==> config.mk <==
export PLATFORM = sky130hd
export DESIGN_NAME = uart_rx
export DESIGN_NICKNAME = d
export VERILOG_FILES = /design/src/rtl/uart_rx.sv
export SDC_FILE = /design/constraint.sdc
export NUM_CORES = 1
export LEC_CHECK = 0
export CORE_ASPECT_RATIO = 1.5
export CORE_MARGIN = 5
export CORE_UTILIZATION = 50
export DETAILED_ROUTE_END_ITERATION = 10
export DONT_BUFFER_PORTS = 1
export PLACE_DENSITY = 0.68
export SETUP_SLACK_MARGIN = 0.3
export SYNTH_ARGS = -nofsm -noshare
export SYNTH_HDL_FRONTEND = slang
export SYNTH_SLANG_ARGS = --single-unit
==> constraint.sdc <==
create_clock -name clk -period 1.9 [get_ports clk]
set_input_delay 0.38 -clock clk [delete_from_list [all_inputs] [get_ports clk]]
set_output_delay 0.38 -clock clk [all_outputs]
set_load 0.01 [all_outputs]
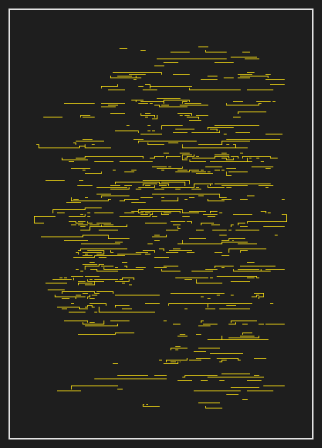
*M1 wires, run 1*
- nets with wire on the layer: 193
- wire length on this layer: 1450 um
- share of all routed wire: 36%
routed vias: 1330
met1 Usage GRT: 0.193
drt total wl: 4.00 mm

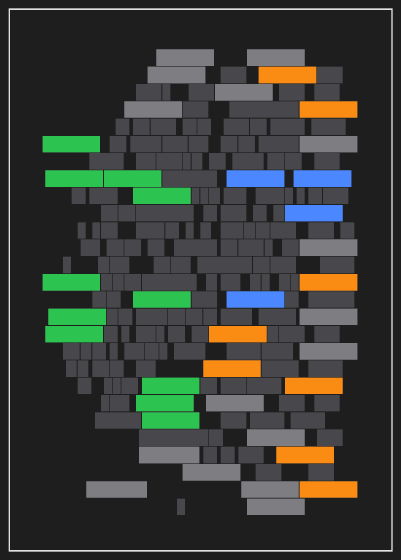
*Sequential cells colored by netlist name, run 1*
Other sequential cells in the stronger gray, the rest of the logic in the fainter gray.
- shift_q: orange (sequential cells 8)
- cnt_q: green (sequential cells 11)
- bit_idx_q: blue (sequential cells 4)
- not colored: 16
sequential cell area share: 0.393
Seq. cell area: 978 sq um
total sequential power: 0.836 mW
Layout Utilization: 0.683

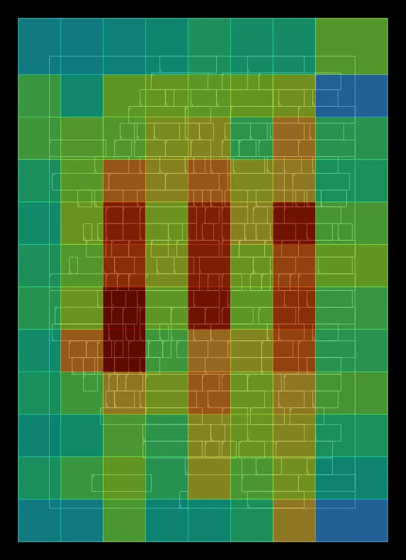
*Routing congestion map, run 1*
GRT Total Usage: 0.179
gr busiest metal: met2
Routed WL per cell: 16.7 um

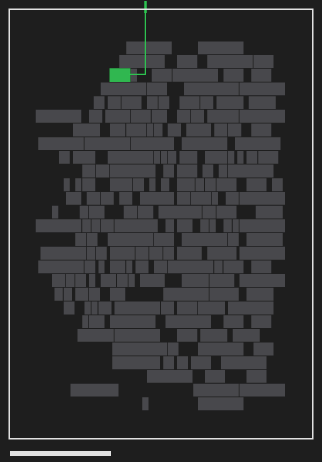
*Port wiring, run 1*
Scale bar: 20 um.
- busy: green (bits 1; direction output; end cells 1; buffers 0; wire 15.6 um)
number of I/O port buffers: 0
Top-Level Pins: 16

==> results.txt, run 1 <==
status: finished, violations left
Syn Area/Cell: 11.4 sq um
Layout area overhead: 32.8%
Critical Path Stages: 7
WL met3: 125 um
final-layout non-clock buffer area share: 0.116
HPWL after detailed placement: 2.74 mm
Inverters: 3
flip-flops: 39
post-synthesis simple-gate area fraction: 0.219
number of global-route vias before repair: 1510
setup violators final: 10
Synth Register Bits: 39
Synth Area in Compound Gates: 0.0547
dominant cells by area after synthesis: dfrtp_1 (49%), mux2_2 (11%), nor2_1 (4.2%)
Synth warnings: 0
# Max-Cap Violations: 0
Cell Pwr Density: 673 mW/mm^2
max reg flops: 11
most used logic cell in the final layout: dfrtp_1
PnR worst setup slack: -0.0429 ns
ANT cells: 0
violated checks: negative setup slack
CP Buf/Inv Count: 1
Critical Path End Type: flop
largest net degree at the start of global routing: 28
DRC: 0
YS chip area: 0.00188 sq mm
Finished Cell Area: 0.00249 sq mm
Tot Pwr: 1.68 mW
Multi-Input Combinational: 115
cts hold-fix bufs: 0
Leading cell kind: multi-input combinational cells
clock buffers: 5
Fillers: 257
H-tree Lvls: 2
==> run 2, diff against run 1 <==
--- a/config.mk
+++ b/config.mk
@@ -12,6 +12,7 @@
 export DONT_BUFFER_PORTS = 1
 export PLACE_DENSITY = 0.68
 export SETUP_SLACK_MARGIN = 0.3
+export SLEW_MARGIN = 20
 export SYNTH_ARGS = -nofsm -noshare
 export SYNTH_HDL_FRONTEND = slang
 export SYNTH_SLANG_ARGS = --single-unit
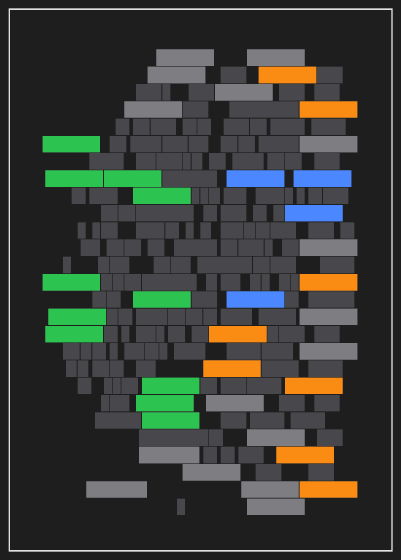
*Sequential cells colored by netlist name, run 2*
Other sequential cells in the stronger gray, the rest of the logic in the fainter gray.
- bit_idx_q: blue (sequential cells 4)
- shift_q: orange (sequential cells 8)
- cnt_q: green (sequential cells 11)
- not colored: 16

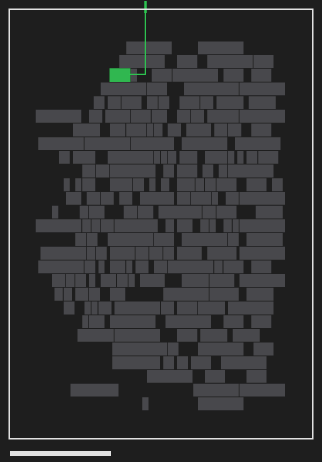
*Port wiring, run 2*
Scale bar: 20 um.
- busy: green (bits 1; direction output; end cells 1; buffers 0; wire 15.6 um)

==> results.txt, run 2 <==
gr busiest metal: met2
most used logic cell in the final layout: dfrtp_1
CP Buf/Inv Count: 1 (unchanged)
clock buffers: 5 (unchanged)
number of I/O port buffers: 0 (unchanged)
HPWL after detailed placement: 2.74 mm (unchanged)
PnR worst setup slack: -0.0429 ns (unchanged)
Leading cell kind: multi-input combinational cells
Inverters: 3 (unchanged)
number of global-route vias before repair: 1510 (unchanged)
Top-Level Pins: 16 (unchanged)
GRT Total Usage: 0.179 (unchanged)
H-tree Lvls: 2 (unchanged)
violated checks: negative setup slack
Critical Path End Type: flop
Synth warnings: 0 (unchanged)
Tot Pwr: 1.68 mW (unchanged)
Layout area overhead: 32.8% (unchanged)
Synth Area in Compound Gates: 0.0547 (unchanged)
dominant cells by area after synthesis: dfrtp_1 (49%), mux2_2 (11%), nor2_1 (4.2%)
DRC: 0 (unchanged)
drt total wl: 4.00 mm (unchanged)
met1 Usage GRT: 0.193 (unchanged)
setup violators final: 10 (unchanged)
flip-flops: 39 (unchanged)
max reg flops: 11 (unchanged)
Finished Cell Area: 0.00249 sq mm (unchanged)
largest net degree at the start of global routing: 28 (unchanged)
Multi-Input Combinational: 115 (unchanged)
status: finished, violations left
total sequential power: 0.836 mW (about the same)
Cell Pwr Density: 673 mW/mm^2 (unchanged)
cts hold-fix bufs: 0 (unchanged)
sequential cell area share: 0.393 (unchanged)
Synth Register Bits: 39 (unchanged)
ANT cells: 0 (unchanged)
post-synthesis simple-gate area fraction: 0.219 (unchanged)
Fillers: 257 (unchanged)
Layout Utilization: 0.683 (unchanged)
final-layout non-clock buffer area share: 0.116 (unchanged)
YS chip area: 0.00188 sq mm (unchanged)
==> run 3, diff against run 2 <==
==> constraint.sdc (replaced) <==
create_clock -name clk -period 1.9 [get_ports clk]
set_input_delay 0.38 -clock clk [delete_from_list [all_inputs] [get_ports clk]]
set_output_delay 0.38 -clock clk [all_outputs]
set_load 0.005 [all_outputs]
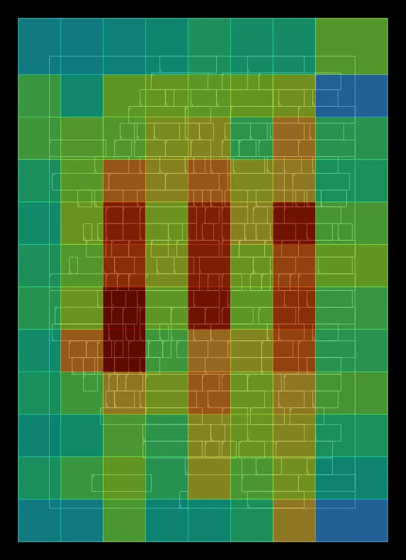
*Routing congestion map, run 3*
grt met3 use: 0.0426
met2 Track Usage GR: 0.311

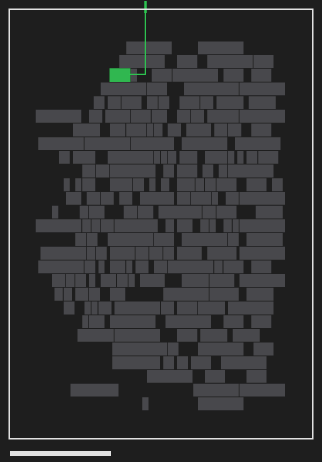
*Port wiring, run 3*
Scale bar: 20 um.
- busy: green (bits 1; direction output; end cells 1; buffers 0; wire 15.6 um)

==> results.txt, run 3 <==
Synth Register Bits: 39 (unchanged)
violated checks: negative setup slack
post-synthesis simple-gate area fraction: 0.219 (unchanged)
WL met3: 125 um
Top-Level Pins: 16 (unchanged)
H-tree Lvls: 2 (unchanged)
Cell Pwr Density: 673 mW/mm^2 (unchanged)
cts hold-fix bufs: 0 (unchanged)
YS chip area: 0.00188 sq mm (unchanged)
number of global-route vias before repair: 1510 (unchanged)
final-layout non-clock buffer area share: 0.116 (unchanged)
number of I/O port buffers: 0 (unchanged)
sequential cell area share: 0.393 (unchanged)
met1 Usage GRT: 0.193 (unchanged)
CP Buf/Inv Count: 1 (unchanged)
setup violators final: 10 (unchanged)
Tot Pwr: 1.68 mW (unchanged)
Leading cell kind: multi-input combinational cells
drt total wl: 4.00 mm (unchanged)
clock buffers: 5 (unchanged)
Fillers: 257 (unchanged)
total sequential power: 0.836 mW (about the same)
pre-CTS WS: -0.142 ns
Finished Cell Area: 0.00249 sq mm (unchanged)
status: finished, violations left
Synth Area in Compound Gates: 0.0547 (unchanged)
Layout area overhead: 32.8% (unchanged)
largest net degree at the start of global routing: 28 (unchanged)
flip-flops: 39 (unchanged)
GRT Total Usage: 0.179 (unchanged)
ANT cells: 0 (unchanged)
most used logic cell in the final layout: dfrtp_1
Inverters: 3 (unchanged)
max reg flops: 11 (unchanged)
PnR worst setup slack: -0.0429 ns (unchanged)
HPWL after detailed placement: 2.74 mm (unchanged)
No activity file was given, so power comes from the tool's default toggle rates.
